Design fnd_scan_decoder, sky130hd; sources not shown.
**Run 1: sequential cells colored by netlist name**

(4 px per um)
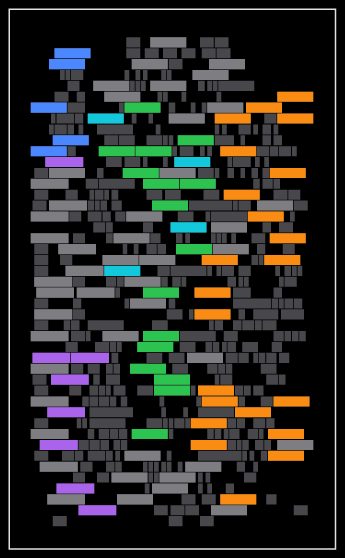
green -> `shadow`  # placed flops 16
cyan -> `shadow_dp`  # placed flops 4
orange -> `to_cnt`  # placed flops 22
blue -> `stab_cnt`  # placed flops 5, where north-west
purple -> `data_p`  # placed flops 8
not colored = 46
P_seq: 728 uW
fin util: 0.602
sequential cell area: 2560 sq um

**Run 1: clock distribution**

(3 px per um)
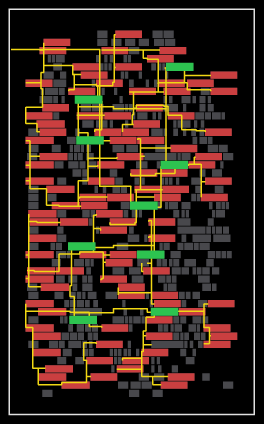
green -> clock-net drivers  # count 9
yellow -> clock wires  # length 1,120 um
red -> flip-flops  # count 101
routed clock nets = 10
clk_skew: 10.5 ps
Clock Power: 679 uW
clock power share: 0.470

**Run 1: zoomed window**

Region (51, 24) to (71, 44) um. Cells in gray, sequential cells in the stronger gray; small squares are vias.
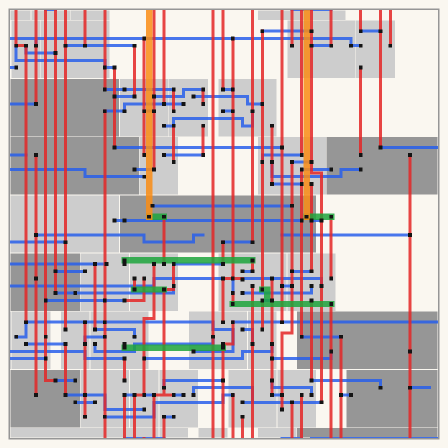
blue -> M1
orange -> M4
green -> M3
red -> M2
sequential cells in the window = 5
cells with their middle in the window = 29
most frequent = dfrtp_1 (5), or3_1 (3), a21oi_1 (3)

==> results.json, run 1 <==
{
  "core_sq_um": 8670,
  "ys_seq_share": 0.577,
  "hold_class": "in2async",
  "critPathMaxFanout": 33,
  "synth_area_sq_um": 4430,
  "yosysTopAreaCell": "dfrtp_1",
  "die_area_sq_um": 10900,
  "area_growth_syn_to_layout_pct": 17.7,
  "cp.required_ps": 6060,
  "nets": 457,
  "grt_first_pass_wirelength_mm": 14.7,
  "post-cts-setup-buffers": 0,
  "top_cell": "dfrtp_1",
  "syn_area_per_cell_sq_um": 10.8,
  "fin_total_pwr_mw": 1.45,
  "synth-main-ff-cell": "dfrtp_1",
  "cts.hold.buffers_added": 0,
  "chipWidth_um": 81.2,
  "finalSetupTns_ps": 0,
  "clk_latency_ps": 340,
  "grt_pass1_vias": 3121,
  "max_cap_viol_count": 0,
  "wl_mm": 8.75,
  "status": "finished clean",
  "dr.pass1.iters": 4,
  "initCoreUtil": 0.511,
  "power_density_nw_per_um2": 277,
  "warning_count": 26,
  "antenna_found_initial": 0,
  "period_used_share": 0.445,
  "fill_cells": 762,
  "hold_viol_final": 0,
  "rsz0062_at_grt": "no",
  "synth_flops": 101,
  "crit_type": "reg2reg",
  "num_vias": 3037,
  "overflow": 0,
  "async_flop_share": 1.00,
  "crit_path_end_kind": "register",
  "yosysWarnings": 0,
  "ff2ff_path_depth": 7
}
## run 1: where the power goes
part           internal (mW)  switching [mW]
Sequential             0.714          0.0135
Clock                  0.432           0.247
Combinational         0.0162          0.0227
## run 1: per-stage QoR
step                utilization  area (sq um)  std cells  hold slack [ps]  setup WS, ps
floorplan                     -          4430        409              289          3710
global placement          0.562          4870        546              361          3290
detailed placement        0.562          4870        546              362          3220
CTS                       0.602          5220        562              228          3220
global route              0.602          5220        562              247          3010
finish                    0.602          5220        562              207          3250
## run 1: worst max-delay path: cells and delay by family (launching register included)
kind | cells | cell delay (ps)
AND-OR/OR-AND | 3 | 540
buffers and inverters | 2 | 700
AND/OR/NAND/NOR | 2 | 890
flip-flops | 1 | 350
## run 1: cells by family after synthesis
logic type / share of synthesized area
and+or+nand+nor: 0.189
DFF: 0.577
AOI/OAI and AO/OA: 0.0897
xor gates and xnor gates: 0.0553
buffers and inverters: 0.0288
muxes: 0.0499
adders and majority gates: 0.0107
## run 1: metal layers
layer / share of wire / routed length [um] / track usage
met1: 0.38 / 3300 / 0.195
met2: 0.57 / 5010 / 0.319
met3: 0.031 / 269 / 0.0387
met4: 0.021 / 180 / 0.0771
met5: 0 / 0 / 0
## run 1: cell type report
type / count / area, sq um / share of cell area
Tap cell: 117 / 146 / 0.0281
Inverter: 9 / 33.8 / 0.00647
Multi-Input combinational cell: 280 / 1750 / 0.335
Sequential cell: 101 / 2560 / 0.490
Clock inverter: 5 / 106 / 0.0204
Timing Repair Buffer: 39 / 383 / 0.0734
Clock buffer: 11 / 243 / 0.0465
**Run 1: track usage over the die**

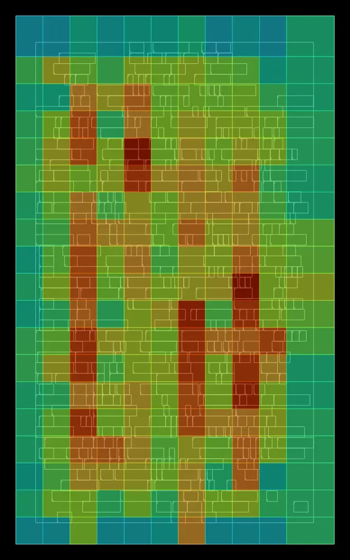

==> run 1 -> run 2 <==
==> constraint.sdc (replaced) <==
create_clock -name clk -period 2.3 [get_ports clk]
set_input_delay 0.23 -clock clk [delete_from_list [all_inputs] [get_ports clk]]
set_output_delay 0.23 -clock clk [all_outputs]
set_load 0.01 [all_outputs]
**Run 2: track usage over the die**

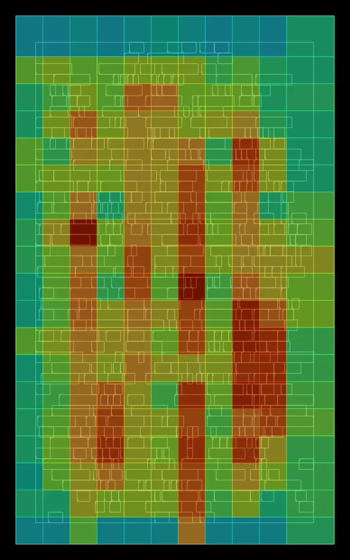
gr usage total: 0.179
met2 usage in global routing: 0.331
met1 Usage GRT: 0.195

==> run 2 against run 1 <==
Sequential share of layout area is 2.0 points lower. Cell area is 4.5% higher. Sequential cell count stayed put. Critical path depth is 1 lower. Die size stayed put. Routed wire length is 5.7% higher. Non-clock buffer count is 26 higher. Critical endpoint is now shadow[11]. Largest cell class unchanged. Largest power group unchanged.
==> results.json, run 2 <==
{
  "crit_path_end_kind": "register",
  "initCoreUtil": 0.511,
  "core_sq_um": 8670,
  "utilization": 0.629,
  "clk_latency_ps": 340,
  "synth_area_sq_um": 4430,
  "area_growth_syn_to_layout_pct": 23.0,
  "aoi_share": 0.0897,
  "fill_cells": 724,
  "critPathMaxFanout": 8,
  "power_density_nw_per_um2": 620,
  "antenna_found_initial": 0,
  "xor_area_frac": 0.0553,
  "syn_area_per_cell_sq_um": 10.8,
  "hold_viol_final": 0,
  "yosysTopAreaCell": "dfrtp_1",
  "p_switching_uw": 770,
  "p_int_mw": 2.61,
  "dr.pass1.iters": 5,
  "dp_cells": 560,
  "finalSetupTns_ps": 0,
  "final_cell_count_no_fill": 588,
  "grt_first_pass_wirelength_mm": 14.9,
  "warning_count": 26,
  "die_area_sq_um": 10900,
  "combPwrFrac": 0.031,
  "overflow": 0,
  "p_seq_frac": 0.547,
  "chipWidth_um": 81.2,
  "finalWorstSetupSlack_ps": 147,
  "seq_area_sq_um": 2560,
  "crit_type": "reg2reg",
  "switching_share": 0.228,
  "yosys.area_share.adder": 0.0107,
  "finalClockSkew_ps": 7.91,
  "yosysWarnings": 0,
  "status": "finished clean",
  "max_cap_viol_count": 0,
  "hold_class": "in2reg",
  "top_logic_kind": "simple AND/OR/NAND/NOR gates",
  "dp_slack_ps": 101,
  "synth_flops": 101,
  "muxShareOfSynthArea": 0.0499
}
**Run 2: routed metal, one color a layer**

(4 px per um)
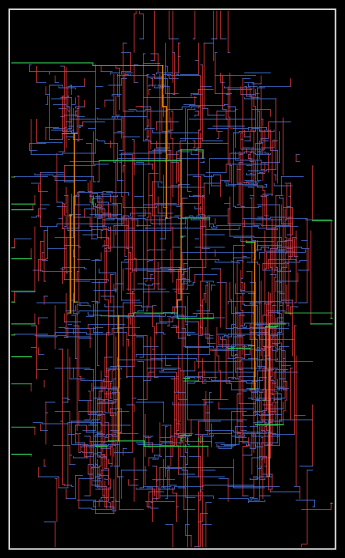
orange -> M4  # wire length 272 um
red -> M2  # wire length 5,300 um
blue -> M1  # wire length 3,420 um
green -> M3  # wire length 253 um
total wire length: 9.25 mm
WL/cell: 15.7 um
via total after detailed routing: 3,204

[run 2: netlist changes by cell type in the layout (fill, tap and decap cells not counted), moves of 2 or more]
cell,delta
buf_12,+2
a21oi_2,+2
buf_4,+23
dfrtp_1,-6
a21oi_1,-3
clkinv_4,+2
dfrtp_2,+6
bufinv_16,-3
clkinvlp_4,+3
nor3_4,+2
[run 2: cell type report]
class                   count  share of cell area
clock buffers               9              0.0413
clock inverters             7              0.0110
inverters                   9             0.00619
multi-input cells         280               0.333
flip-flops and latches    101               0.470
well taps                 117              0.0268
repair buffers             65               0.111
[run 2: what timing repair did]
item | 4_1_cts | 5_1_grt
endpoints found under the hold margin | 35 | 0
hold buffers | 1 | 0
setup endpoints to repair | 0 | 5
buffers inserted | 0 | 11
resized | 0 | 19
[run 2: worst max-delay path, cell delays in order, from the launching register on]
cell and delay, ps:
dfstp_2 590, and4bb_2 300, a21oi_1 60, or4b_2 630
nand3_1 100, a21oi_1 70, mux2_2 280
[run 2: cell families after synthesis]
logic type                 count (synthesis)
adders and majority gates                  4
xor gates and xnor gates                  28
and+or+nand+nor                          170
buffers and inverters                     28
muxes                                     20
AOI/OAI and AO/OA                         58
DFF                                      101
[run 2: per-layer routing]
layer / up-vias / track usage / part of all wire
li1: 1525 / - / -
met1: 1596 / 0.195 / 0.37
met2: 64 / 0.331 / 0.57
met3: 19 / 0.0360 / 0.027
met4: 0 / 0.0695 / 0.029
met5: - / 0 / 0
[run 2: power by group through the flow]
stage	Combinational [mW]	Clock (mW)	Sequential (mW)
floorplan	0.0534	0	1.86
global placement	0.105	0	1.88
detailed placement	0.106	0	1.88
CTS	0.108	1.46	1.85
global route	0.120	1.54	1.85
finish	0.105	1.43	1.85
Power is estimated from default activity; no workload was simulated.
